==> run_1/gates.png <==
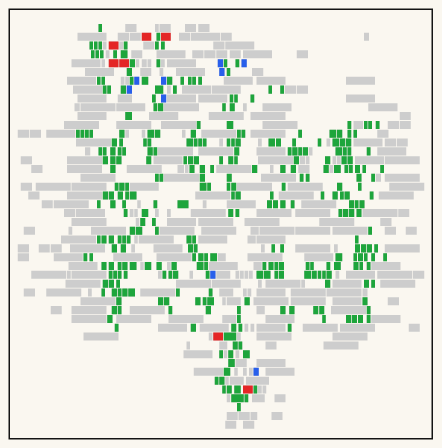
==> run_1/congestion_map.png <==
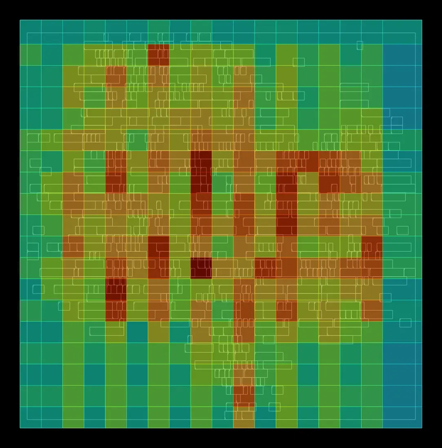
==> run_1/layers.png <==
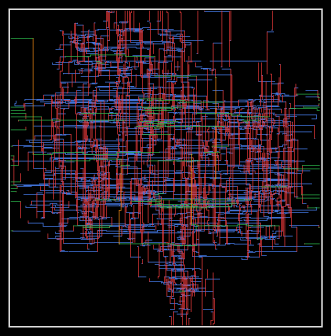
==> run_1/util_map.png <==
The die is cut into 13 by 13 equal tiles; white is low, dark blue is high, 0 to 100% covered.
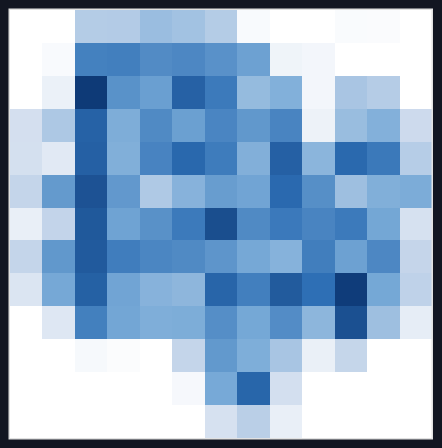
===== config.mk =====
export PLATFORM = sky130hd
export DESIGN_NAME = hf_mul_result_fifo
export DESIGN_NICKNAME = d
export VERILOG_FILES = /design/src/rtl/hf_mul_result_fifo.sv
export SDC_FILE = /design/constraint.sdc
export NUM_CORES = 1
export LEC_CHECK = 0
export ABC_AREA = 1
export CAP_MARGIN = 10
export CORE_AREA = 2 2 128 130
export CTS_BUF_LIST = sky130_fd_sc_hd__clkbuf_16
export DETAILED_ROUTE_END_ITERATION = 8
export DIE_AREA = 0 0 130 132
export PLACE_DENSITY = 0.59
export SLEW_MARGIN = 15
export SYNTH_ARGS = -nofsm -noshare
export SYNTH_HDL_FRONTEND = slang
export SYNTH_SLANG_ARGS = --single-unit

===== constraint.sdc =====
create_clock -name clk -period 6.2 [get_ports clk]
set_clock_uncertainty 0.15 [all_clocks]
set_input_delay 0.62 -clock clk [delete_from_list [all_inputs] [get_ports clk]]
set_output_delay 0.62 -clock clk [all_outputs]
set_load 0.05 [all_outputs]

===== src/rtl/hf_mul_result_fifo.sv =====
// Result buffer behind the FP16 multiplier: classifies and queues products, tracks sticky flags and NaN count.
// Optional build macro HFMUL_FTZ_EN flushes subnormal products to signed zero at push time.
module hf_mul_result_fifo #(
   parameter int DEPTH  = 4,
   parameter int ADDR_W = 2,
   parameter int NCNT_W = 8
) (
   input  logic              clk,
   input  logic              rst_n,
   input  logic              in_valid_i,
   output logic              in_ready_o,
   input  logic [15:0]       in_res_i,
   output logic              out_valid_o,
   input  logic              out_ready_i,
   output logic [15:0]       out_res_o,
   output logic [3:0]        out_flags_o,
   output logic [ADDR_W:0]   count_o,
   output logic [3:0]        sticky_o,
   input  logic              clr_sticky_i,
   output logic [NCNT_W-1:0] nan_cnt_o
);

   localparam logic [ADDR_W:0]   FULL_CNT = (ADDR_W+1)'(DEPTH);
   localparam logic [NCNT_W-1:0] NCNT_MAX = {NCNT_W{1'b1}};

   // Flag order is {nan, inf, zero, sub}.
   function automatic logic [3:0] classify(input logic [15:0] res);
      logic [4:0] e;
      logic [9:0] f;
      logic [3:0] fl;
      e = res[14:10];
      f = res[9:0];
      fl = 4'b0000;
      fl[3] = (e == 5'h1F) && (f != 10'd0);
      fl[2] = (e == 5'h1F) && (f == 10'd0);
      fl[1] = (e == 5'h00) && (f == 10'd0);
      fl[0] = (e == 5'h00) && (f != 10'd0);
      return fl;
   endfunction

   logic [19:0]       mem_q [DEPTH];
   logic [ADDR_W-1:0] wr_ptr_q, wr_ptr_d;
   logic [ADDR_W-1:0] rd_ptr_q, rd_ptr_d;
   logic [ADDR_W:0]   count_q, count_d;
   logic [15:0]       out_res_q, out_res_d;
   logic [3:0]        out_flags_q, out_flags_d;
   logic [3:0]        sticky_q, sticky_d;
   logic [NCNT_W-1:0] nan_cnt_q, nan_cnt_d;

   logic        push_s;
   logic        pop_s;
   logic [3:0]  in_flags_s;
   logic [15:0] wr_res_s;
   logic [3:0]  wr_flags_s;

   assign in_ready_o  = (count_q != FULL_CNT);
   assign out_valid_o = (count_q != {(ADDR_W+1){1'b0}});
   assign push_s      = in_valid_i & in_ready_o;
   assign pop_s       = out_valid_o & out_ready_i;
   assign in_flags_s  = classify(in_res_i);

   // Build the entry that gets written on a push.
   always_comb begin
      wr_res_s   = in_res_i;
      wr_flags_s = in_flags_s;
`ifdef HFMUL_FTZ_EN
      if (in_flags_s[0]) begin
         wr_res_s   = {in_res_i[15], 15'd0};
         wr_flags_s = 4'b0011;
      end else begin
         wr_res_s   = in_res_i;
         wr_flags_s = in_flags_s;
      end
`endif
   end

   // Pointer, occupancy and head-register next state.
   always_comb begin
      wr_ptr_d    = wr_ptr_q;
      rd_ptr_d    = rd_ptr_q;
      count_d     = count_q;
      out_res_d   = out_res_q;
      out_flags_d = out_flags_q;
      if (push_s) begin
         wr_ptr_d = wr_ptr_q + 1'b1;
      end else begin
         wr_ptr_d = wr_ptr_q;
      end
      if (pop_s) begin
         rd_ptr_d = rd_ptr_q + 1'b1;
      end else begin
         rd_ptr_d = rd_ptr_q;
      end
      case ({push_s, pop_s})
         2'b10:   count_d = count_q + 1'b1;
         2'b01:   count_d = count_q - 1'b1;
         default: count_d = count_q;
      endcase
      // The head register shows the next entry one cycle after it lands; an empty FIFO keeps the last value.
      if (count_d != {(ADDR_W+1){1'b0}}) begin
         if (push_s && (rd_ptr_d == wr_ptr_q)) begin
            out_res_d   = wr_res_s;
            out_flags_d = wr_flags_s;
         end else begin
            out_res_d   = mem_q[rd_ptr_d][19:4];
            out_flags_d = mem_q[rd_ptr_d][3:0];
         end
      end else begin
         out_res_d   = out_res_q;
         out_flags_d = out_flags_q;
      end
   end

   // Sticky flags and saturating NaN counter; a clear discards history but keeps this cycle's push.
   always_comb begin
      sticky_d  = sticky_q;
      nan_cnt_d = nan_cnt_q;
      if (clr_sticky_i) begin
         sticky_d  = push_s ? wr_flags_s : 4'b0000;
         nan_cnt_d = (push_s && wr_flags_s[3]) ? {{(NCNT_W-1){1'b0}}, 1'b1} : {NCNT_W{1'b0}};
      end else if (push_s) begin
         sticky_d = sticky_q | wr_flags_s;
         if (wr_flags_s[3] && (nan_cnt_q != NCNT_MAX)) begin
            nan_cnt_d = nan_cnt_q + 1'b1;
         end else begin
            nan_cnt_d = nan_cnt_q;
         end
      end else begin
         sticky_d  = sticky_q;
         nan_cnt_d = nan_cnt_q;
      end
   end

   // Storage array; contents need no reset.
   always_ff @(posedge clk) begin
      if (push_s) begin
         mem_q[wr_ptr_q] <= {wr_res_s, wr_flags_s};
      end
   end

   // Control and status registers.
   always_ff @(posedge clk or negedge rst_n) begin
      if (!rst_n) begin
         wr_ptr_q    <= {ADDR_W{1'b0}};
         rd_ptr_q    <= {ADDR_W{1'b0}};
         count_q     <= {(ADDR_W+1){1'b0}};
         out_res_q   <= 16'd0;
         out_flags_q <= 4'b0000;
         sticky_q    <= 4'b0000;
         nan_cnt_q   <= {NCNT_W{1'b0}};
      end else begin
         wr_ptr_q    <= wr_ptr_d;
         rd_ptr_q    <= rd_ptr_d;
         count_q     <= count_d;
         out_res_q   <= out_res_d;
         out_flags_q <= out_flags_d;
         sticky_q    <= sticky_d;
         nan_cnt_q   <= nan_cnt_d;
      end
   end

   assign out_res_o   = out_res_q;
   assign out_flags_o = out_flags_q;
   assign count_o     = count_q;
   assign sticky_o    = sticky_q;
   assign nan_cnt_o   = nan_cnt_q;

endmodule


==> run summary, run 1 <==
number of buffers and inverters on the critical path -> 2
Dominant cell area share -> 0.444
Hold WS -> 0.213 ns
RR Startpoint -> count_o[1]$_DFF_PN0_
number of placed I/O pins -> 58
slew margin rel. -> 0.358
slowest cell on the critical path -> sky130_fd_sc_hd__nand2_1
RSZ-0062 raised after global routing -> no
post-placement worst setup slack -> 2.39 ns
#FFs+latches synth -> 119
highest routing layer actually used -> met4
dominant cells by area after synthesis -> sky130_fd_sc_hd__edfxtp_1, sky130_fd_sc_hd__dfrtp_1, sky130_fd_sc_hd__nand2_1, sky130_fd_sc_hd__nand3_1, sky130_fd_sc_hd__nand4_1
number of placed instances with taps included -> 801
largest net degree at the start of global routing -> 45
end of the worst register-to-register path -> out_res_o[6]$_DFFE_PN0P_
crit end category -> flip-flop
outcome -> finished, final reports clean
final antenna-violating net count -> 0
first-pass GRT wire length -> 21900 um
detailed-routed wire length on met2 -> 6620 um
number of antenna cells inserted -> 0
Largest stage delay, worst path -> 0.69 ns
number of hold buffers added after cts -> 0
final hold violation count -> 0
post-layout instance area -> 6710 um^2
buffer count from post-CTS setup fixing -> 0
EDFF count, synth -> 80
combinational cell fraction of total power -> 0.451
Switch Pwr -> 1.67 mW
slew of the pin with the lowest slew margin -> 0.963 ns
average via count per standard cell -> 4.97
count of tool warnings -> 29
net count of the mapped netlist -> 578
Worst R2R Path Depth -> 13
Max rail drop VDD -> 0.000268 V
leakage dissipation -> 2.85 nW
type of the worst min-delay path -> input pin to asynchronous set/reset pin
remaining global-route overflow -> 0
Die Span Y -> 132 um
cell type with the highest occurrence count on the critical path -> sky130_fd_sc_hd__nand2_1
initial antenna violation count -> 0
area of the core -> 15700 um^2
latest clock arrival within the worst-skew pair -> 0.42 ns
cell types with the highest counts after synthesis -> sky130_fd_sc_hd__nand2_1, sky130_fd_sc_hd__nand3_1, sky130_fd_sc_hd__edfxtp_1
cts bufs inserted -> 17
Data arrival, critical path -> 3.65 ns
critical path peak fanout -> 44
count of standard-cell rows -> 46
nets -> 632
Multiplexer share -> 0
non-filler instance count after layout -> 833
most instantiated library cell after synthesis -> sky130_fd_sc_hd__nand2_1
routed length on met3 -> 859 um
fmax -> 291 MHz
Clock Root Buffer -> sky130_fd_sc_hd__clkbuf_16
Crit. Startpoint -> out_ready_i
number of stages on the worst setup path -> 11
total half-perimeter wirelength after legalization and detailed placement -> 8640 um
fraction of final layout cells with drive strength greater than 1 -> 0.0794
Crit path required time -> 6.41 ns
adder share -> 0.0176
crit path capture -> out_res_o[6]$_DFFE_PN0P_
CTS tree -> built
number of resized instances in the post-cts repair step -> 0
Cell Type Count -> 27
via count of the first global-routing pass -> 4130
cell-internal power -> 2.15 mW
biggest combinational cell group after synthesis -> simple AND/OR/NAND/NOR gates
level count of the clock H-tree -> 4
Remaining DRCs -> 0
share of flip-flops with an asynchronous set or reset after synthesis -> 0.328
initial detailed-routing violation count -> 291
Slew Viols, Final -> 0
power share of the clock group -> 0.240
clock slew at reported path FFs -> 0.05 ns
Notes on gates.png above:
[red] xor and xnor cells | cells: 7
[blue] aoi and oai cells | cells: 9
[green] nand cells | cells: 313

Notes on congestion_map.png above:
Post-Route Utilization: 0.427
Global Route met3 Usage: 0.0487
met1 demand-to-capacity share in global routing: 0.222
GR met2 Demand/Resource: 0.266

Notes on layers.png above:
[green] M3 | wire length: 860 um
[red] M2 | wire length: 6620 um
[orange] M4 | wire length: 156 um
[blue] M1 | wire length: 6310 um
total wirelength of the detailed-routed design: 13900 um
Global Route Usage Sum: 0.171
Via Count: 4141
detailed-route wire length per cell: 16.7 um

Notes on util_map.png above:
densest ninth of the die: center
tiles over 75% full: 11%
fullest tile: 96%
mean over tiles: 38%

-- run 1: power by group through the flow --
stage | clock (mW) | combinational, mW | sequential, mW
6_report | 0.919 | 1.73 | 1.18
5_1_grt | 0.973 | 1.90 | 1.20
4_1_cts | 0.933 | 1.73 | 1.18
3_5_place_dp | 0 | 1.73 | 1.19
3_3_place_gp | 0 | 1.69 | 1.19
2_1_floorplan | 0 | 0.963 | 1.44
-- run 1: state kept, by name, summed over array words and instances (netlist names) --
register,count
out_res_o,16
out_flags_o,4
sticky_o,4
nan_cnt_o,8
rd_ptr_q,2
wr_ptr_q,2
count_o,3
mem_q,80
-- run 1: layout by cell type (no fill, tap or decap), types with 5 or more instances in the layout --
master                            netlist  layout
sky130_fd_sc_hd__inv_1                 38      41
sky130_fd_sc_hd__clkinv_1               1       5
sky130_fd_sc_hd__buf_4                  0       6
sky130_fd_sc_hd__nand2_1              165     165
sky130_fd_sc_hd__edfxtp_1              80      80
sky130_fd_sc_hd__nor2_1                18      18
sky130_fd_sc_hd__clkdlybuf4s50_1        0      56
sky130_fd_sc_hd__xor2_1                 5       5
sky130_fd_sc_hd__ha_1                   6       6
sky130_fd_sc_hd__nand2_2                6       6
sky130_fd_sc_hd__dfrtp_1               39      39
sky130_fd_sc_hd__nand3_1              114     114
sky130_fd_sc_hd__nand4_1               24      24
sky130_fd_sc_hd__clkbuf_16              0      19
sky130_fd_sc_hd__o21ai_0                8       8
-- run 1: area by class of cell --
| cell class | count | area (um^2) |
|---|---|---|
| fill | 1467 | 9000 |
| timing repair buffer | 63 | 611 |
| tap | 216 | 270 |
| multi-input combinational | 360 | 1730 |
| clock inverter | 13 | 85.1 |
| sequential | 119 | 3380 |
| inverter | 43 | 161 |
| clock buffer | 19 | 475 |
==> run_1/m2.png <==
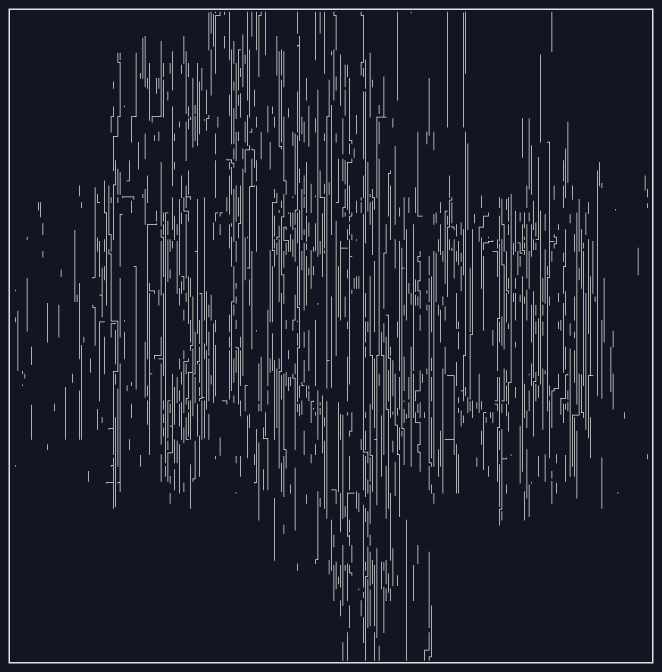

## Run 2: what changed since run 1
--- a/config.mk
+++ b/config.mk
@@ -11,7 +11,7 @@
 export CTS_BUF_LIST = sky130_fd_sc_hd__clkbuf_16
 export DETAILED_ROUTE_END_ITERATION = 8
 export DIE_AREA = 0 0 130 132
-export PLACE_DENSITY = 0.59
+export PLACE_DENSITY = 0.61
 export SLEW_MARGIN = 15
 export SYNTH_ARGS = -nofsm -noshare
 export SYNTH_HDL_FRONTEND = slang
==> constraint.sdc (replaced) <==
create_clock -name clk -period 3 [get_ports clk]
set_clock_uncertainty 0.15 [all_clocks]
set_input_delay 0.3 -clock clk [delete_from_list [all_inputs] [get_ports clk]]
set_output_delay 0.3 -clock clk [all_outputs]
set_load 0.05 [all_outputs]
==> run_2/m2.png <==
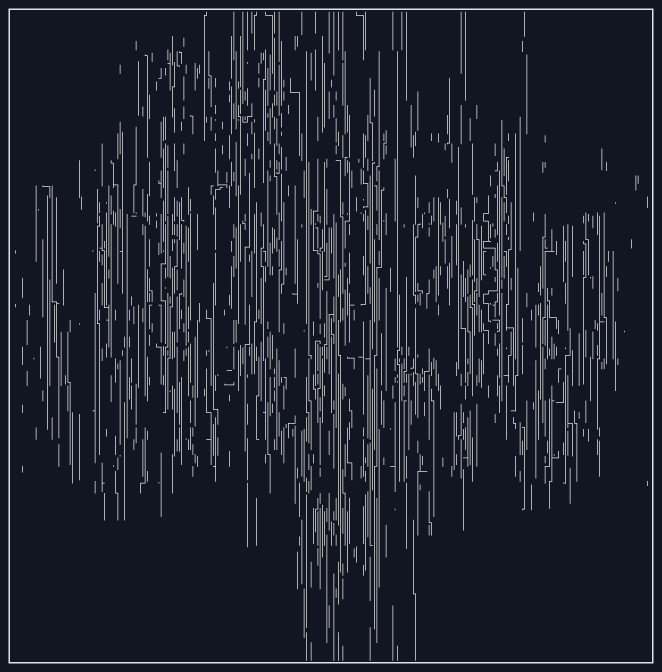
wire length on this layer: 6820 um
longest straight run: 59.8 um

==> run summary, run 2 <==
outcome -> finished, final reports clean
net count of the mapped netlist -> 578
Remaining DRCs -> 0
Net Sw Frac -> 0.430
Crit path required time -> 3.15 ns
clock slew at reported path FFs -> 0.05 ns
Die Span Y -> 132 um
cts bufs inserted -> 17
count of standard-cell rows -> 46
cell types with the highest counts after synthesis -> sky130_fd_sc_hd__nand2_1, sky130_fd_sc_hd__nand3_1, sky130_fd_sc_hd__edfxtp_1
total wirelength of the detailed-routed design -> 13700 um
Max rail drop VDD -> 0.000627 V
Power Clock -> 1.95 mW
dominant cells by area after synthesis -> sky130_fd_sc_hd__edfxtp_1, sky130_fd_sc_hd__dfrtp_1, sky130_fd_sc_hd__nand2_1, sky130_fd_sc_hd__nand3_1, sky130_fd_sc_hd__nand4_1
crit end category -> flip-flop
Slew Viols, Final -> 0
RR Startpoint -> count_o[1]$_DFF_PN0_
area of the core -> 15700 um^2
most instantiated logic cells after routing -> sky130_fd_sc_hd__nand2_1, sky130_fd_sc_hd__nand3_1, sky130_fd_sc_hd__edfxtp_1
detailed-route wire length per cell -> 16.2 um
end of the worst register-to-register path -> out_res_o[1]$_DFFE_PN0P_
share of flip-flops with an asynchronous set or reset after synthesis -> 0.328
Die ar. -> 17200 um^2
post-layout instance area -> 6860 um^2
largest net degree at the start of global routing -> 42
sequential-to-total area share from yosys stat -> 0.625
fraction of final layout cells with drive strength greater than 1 -> 0.108
Dominant cell area share -> 0.444
Top reg by flops -> mem_q
power drawn by the sequential cells -> 2.44 mW
via count of the first global-routing pass -> 4293
nets -> 646
Clock Root Buffer -> sky130_fd_sc_hd__clkbuf_16
combinational cell fraction of total power -> 0.464
fmax -> 365 MHz
Worst R2R Path Depth -> 14
# fillers -> 1512
Via Count -> 4216
total half-perimeter wirelength after legalization and detailed placement -> 8800 um
remaining global-route overflow -> 0
Global Route Usage Sum -> 0.172
slowest cell on the critical path -> sky130_fd_sc_hd__dfrtp_2
Cell Type Count -> 27
count of tool warnings -> 29
slew of the pin with the lowest slew margin -> 0.952 ns
first-pass GRT wire length -> 22300 um
fraction of power consumed by sequential logic -> 0.298
CTS tree -> built
leakage dissipation -> 2.91 nW
Data arrival, critical path -> 2.88 ns
RSZ-0062 raised after global routing -> no
number of antenna cells inserted -> 0
post-placement worst setup slack -> -0.0362 ns
initial antenna violation count -> 0
dominant power group -> combinational logic
final antenna-violating net count -> 0
average via count per standard cell -> 4.98
number of placed I/O pins -> 58
power share of the clock group -> 0.238
Hold WS -> 0.334 ns
number of stages on the worst setup path -> 14
#FFs+latches synth -> 119
number of flip-flops under the largest register name -> 80
level count of the clock H-tree -> 4
EDFF count, synth -> 80
reported combinational group power -> 3.79 mW
most instantiated library cell after synthesis -> sky130_fd_sc_hd__nand2_1
latest clock arrival within the worst-skew pair -> 0.42 ns
initial detailed-routing violation count -> 284
Crit. Startpoint -> count_o[1]$_DFF_PN0_
critical path peak fanout -> 10
crit path capture -> out_res_o[1]$_DFFE_PN0P_
Switch Pwr -> 3.52 mW
number of buffers and inverters on the critical path -> 4
==> run_2/gates.png <==
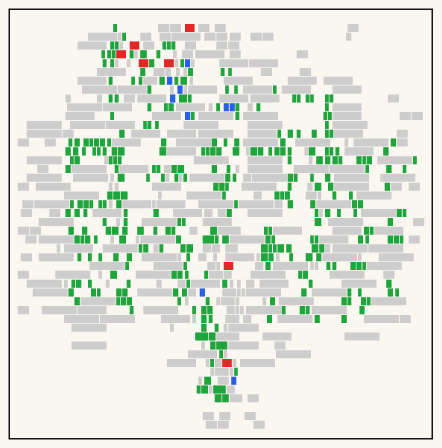
[blue] aoi and oai cells | cells: 9
[red] xor and xnor cells | cells: 7
[green] nand cells | cells: 313
non-filler instance count after layout: 847
top logic cell by instance count in the layout: sky130_fd_sc_hd__nand2_1
fraction of standard cell area in multi-input logic: 0.253

[run 2: timing repair]
item | CTS | global route
buffers inserted | 0 | 2
hold endpoints to repair | 39 | 0
resized | 0 | 4
endpoints found under the setup margin | 0 | 20
hold buffers | 1 | 0
[run 2: cell type report]
cell class | count | area [um^2] | area share
multi-input cells | 360 | 1740 | 0.253
flip-flops and latches | 119 | 3380 | 0.493
repair inverters | 1 | 7.51 | 0.00109
repair buffers | 76 | 727 | 0.106
well taps | 216 | 270 | 0.0394
inverters | 43 | 165 | 0.0241
clock inverters | 15 | 143 | 0.0208
clock buffers | 17 | 425 | 0.0620
[run 2: cells by family after synthesis]
group                      share of synthesized area
AOI/OAI and AO/OA                            0.00833
and+or+nand+nor                                0.283
adders and majority gates                     0.0176
DFF                                            0.625
buffers and inverters                         0.0549
xor gates and xnor gates                      0.0113
[run 2: how the worst min path moves through the flow]
stage | slack (ns) | end | start | depth (start not counted)
after floorplan | -0.15 | count_o[0]$_DFF_PN0_ | rst_n | 0
after CTS | 0.34 | sticky_o[3]$_DFFE_PN0P_ | sticky_o[3]$_DFFE_PN0P_ | 2
after global routing | 0.35 | sticky_o[3]$_DFFE_PN0P_ | sticky_o[3]$_DFFE_PN0P_ | 2
after detailed placement | 0.33 | out_res_o[10]$_DFFE_PN0P_ | out_res_o[10]$_DFFE_PN0P_ | 2
after global placement | 0.32 | out_res_o[1]$_DFFE_PN0P_ | out_res_o[1]$_DFFE_PN0P_ | 2
final | 0.33 | out_res_o[10]$_DFFE_PN0P_ | out_res_o[10]$_DFFE_PN0P_ | 2
[run 2: routing by layer]
metal  vias up  GRT usage  routed length [um]
li1       2005          -                   -
met1      2054      0.218                5870
met2       134      0.277                6820
met3        23     0.0410                 781
met4         0     0.0771                 274
met5         -          0                   0
==> run_2/layers.png <==
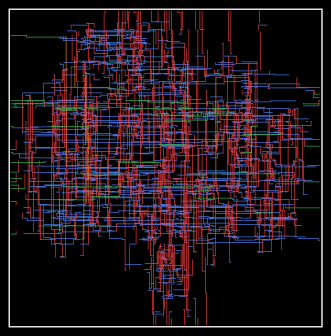

## Run 3: what changed since run 2
--- a/config.mk
+++ b/config.mk
@@ -7,10 +7,10 @@
 export LEC_CHECK = 0
 export ABC_AREA = 1
 export CAP_MARGIN = 10
-export CORE_AREA = 2 2 128 130
+export CORE_AREA = 2 2 115 144
 export CTS_BUF_LIST = sky130_fd_sc_hd__clkbuf_16
 export DETAILED_ROUTE_END_ITERATION = 8
-export DIE_AREA = 0 0 130 132
+export DIE_AREA = 0 0 117 146
 export PLACE_DENSITY = 0.61
 export SLEW_MARGIN = 15
 export SYNTH_ARGS = -nofsm -noshare
==> run_3/layers.png <==
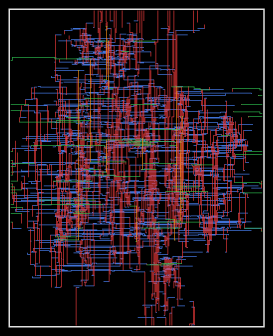
[green] M3 | wire length: 741 um
[blue] M1 | wire length: 6050 um
[orange] M4 | wire length: 354 um
[red] M2 | wire length: 7120 um

==> run summary, run 3 <==
outcome -> finished, final reports clean
cell types with the highest counts after synthesis -> sky130_fd_sc_hd__nand2_1, sky130_fd_sc_hd__nand3_1, sky130_fd_sc_hd__edfxtp_1
total half-perimeter wirelength after legalization and detailed placement -> 9280 um
EDFF count, synth -> 80
dominant power group -> combinational logic
initial detailed-routing violation count -> 275
non-filler instance count after layout -> 849
Crit path required time -> 3.15 ns
first-pass GRT wire length -> 23100 um
critical-path cell list -> inv_1 > nand2_4 > nand2_2 > inv_1 > ha_1 > inv_1 > fa_1 > or2_2 > nand4_1 > nand3_1 > buf_6 > nand3_1 > nand2_1
Syn Std Cell Area -> 5410 um^2
nets -> 652
largest net degree at the start of global routing -> 40
number of flip-flops under the largest register name -> 80
Via Count -> 4245
count of tool warnings -> 29
maximum capacitance violations -> 0
area of the core -> 15600 um^2
detailed-route wire length per cell -> 16.8 um
power drawn by the sequential cells -> 2.46 mW
cell-internal power -> 4.56 mW
fmax -> 351 MHz
fraction of final layout cells with drive strength greater than 1 -> 0.115
top logic cell by instance count in the layout -> sky130_fd_sc_hd__nand2_1
critical path peak fanout -> 20
#FFs+latches synth -> 119
post-placement worst setup slack -> -0.00374 ns
Max rail drop VDD -> 0.000537 V
Hold WS -> 0.346 ns
Hold EP -> out_res_o[12]$_DFFE_PN0P_
Clock Root Buffer -> sky130_fd_sc_hd__clkbuf_16
fraction of power consumed by sequential logic -> 0.304
final hold violation count -> 0
Cell Type Count -> 27
Worst Slack Setup Final -> 0.150 ns
share of flip-flops with an asynchronous set or reset after synthesis -> 0.328
GR met2 Demand/Resource -> 0.295
Switch Pwr -> 3.54 mW
met1 demand-to-capacity share in global routing -> 0.219
initial antenna violation count -> 0
global-route layer with the greatest usage -> met2
combinational cell fraction of total power -> 0.474
CTS tree -> built
leakage dissipation -> 2.91 nW
Die ar. -> 17100 um^2
level count of the clock H-tree -> 4
power share of the clock group -> 0.222
latest clock arrival within the worst-skew pair -> 0.41 ns
Global Route Usage Sum -> 0.178
Setup Crit Path Kind -> flip-flop to flip-flop
worst hold start -> out_res_o[12]$_DFFE_PN0P_
cts bufs inserted -> 17
slowest cell on the critical path -> sky130_fd_sc_hd__dfrtp_1
clock slew at reported path FFs -> 0.05 ns
number of placed I/O pins -> 58
Data arrival, critical path -> 3.00 ns
count of cells along the worst hold path -> 2
end of the worst register-to-register path -> out_res_o[14]$_DFFE_PN0P_
slew of the pin with the lowest slew margin -> 0.944 ns
Die Span Y -> 146 um
remaining global-route overflow -> 0
Slew Viols, Final -> 0
most instantiated library cell after synthesis -> sky130_fd_sc_hd__nand2_1
Dominant cell area share -> 0.444
number of placed instances with taps included -> 811
via count of the first global-routing pass -> 4367
number of antenna cells inserted -> 0
cell type with the highest occurrence count on the critical path -> sky130_fd_sc_hd__inv_1
type of the worst min-delay path -> flip-flop to flip-flop
Power Clock -> 1.80 mW
Largest stage delay, worst path -> 0.41 ns
Net Sw Frac -> 0.437
count of standard-cell rows -> 51
Worst R2R Path Depth -> 13
Top reg by flops -> mem_q
final antenna-violating net count -> 0
reported combinational group power -> 3.84 mW
number of buffers and inverters on the critical path -> 4
Remaining DRCs -> 0
slew margin rel. -> 0.370
average via count per standard cell -> 5.00
total wirelength of the detailed-routed design -> 14300 um
sequential-to-total area share from yosys stat -> 0.625
# fillers -> 1497
dominant cells by area after synthesis -> sky130_fd_sc_hd__edfxtp_1, sky130_fd_sc_hd__dfrtp_1, sky130_fd_sc_hd__nand2_1, sky130_fd_sc_hd__nand3_1, sky130_fd_sc_hd__nand4_1
net count of the mapped netlist -> 578
RSZ-0062 raised after global routing -> no
==> run_3/m2.png <==
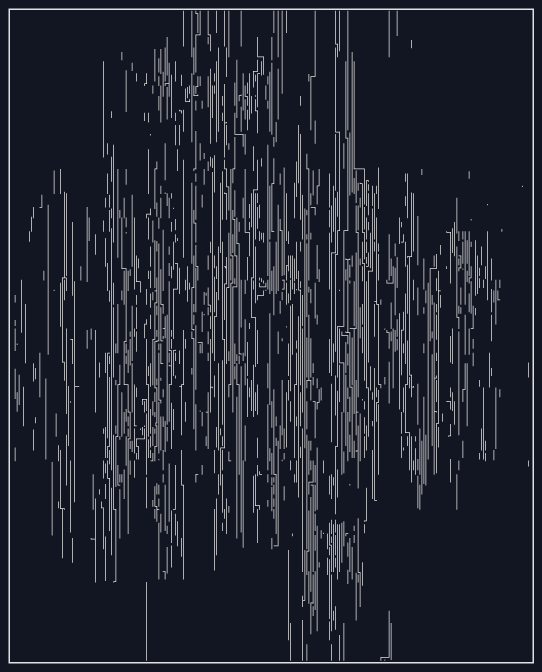
share of all routed wire: 50%
main direction: vertical
nets with wire on the layer: 518

## run 3: final cells by class
class | instances | area [um^2] | share of cell area
Clock buffer | 17 | 425 | 0.0621
Sequential cell | 119 | 3380 | 0.494
Inverter | 43 | 165 | 0.0241
Timing Repair inverter | 1 | 7.51 | 0.00110
Clock inverter | 15 | 100 | 0.0146
Tap cell | 212 | 265 | 0.0387
Timing Repair Buffer | 82 | 772 | 0.113
Multi-Input combinational cell | 360 | 1730 | 0.253
## run 3: per-layer routing
layer / part of all wire / up-vias
met5: 0 / -
met4: 0.025 / 0
met3: 0.052 / 29
met2: 0.50 / 129
met1: 0.42 / 2074
li1: - / 2013
## run 3: worst max path at each step
stage / start / end / slack (ns) / depth (start not counted)
2_1_floorplan: count_o[2]$_DFF_PN0_ / out_flags_o[0]$_DFFE_PN0P_ / 0.04 / 12
3_3_place_gp: out_ready_i / out_res_o[3]$_DFFE_PN0P_ / 0.07 / 12
3_5_place_dp: out_ready_i / out_res_o[11]$_DFFE_PN0P_ / -0.004 / 12
4_1_cts: count_o[2]$_DFF_PN0_ / out_res_o[8]$_DFFE_PN0P_ / 0.14 / 13
5_1_grt: count_o[1]$_DFF_PN0_ / out_res_o[1]$_DFFE_PN0P_ / 0.01 / 14
6_report: count_o[2]$_DFF_PN0_ / out_res_o[14]$_DFFE_PN0P_ / 0.15 / 13
## run 3: kinds of logic after synthesis
| kind of cell | share of synthesized area |
|---|---|
| xor gates and xnor gates | 0.0113 |
| DFF | 0.625 |
| AOI/OAI and AO/OA | 0.00833 |
| buffers and inverters | 0.0549 |
| and+or+nand+nor | 0.283 |
| adders and majority gates | 0.0176 |
## run 3: repair_timing
action | in CTS | in global routing
buffers inserted | 0 | 4
endpoints found under the setup margin | 0 | 20
hold endpoints to repair | 39 | 0
resized | 0 | 3
hold buffers | 1 | 0
No activity file was given, so power comes from the tool's default toggle rates.
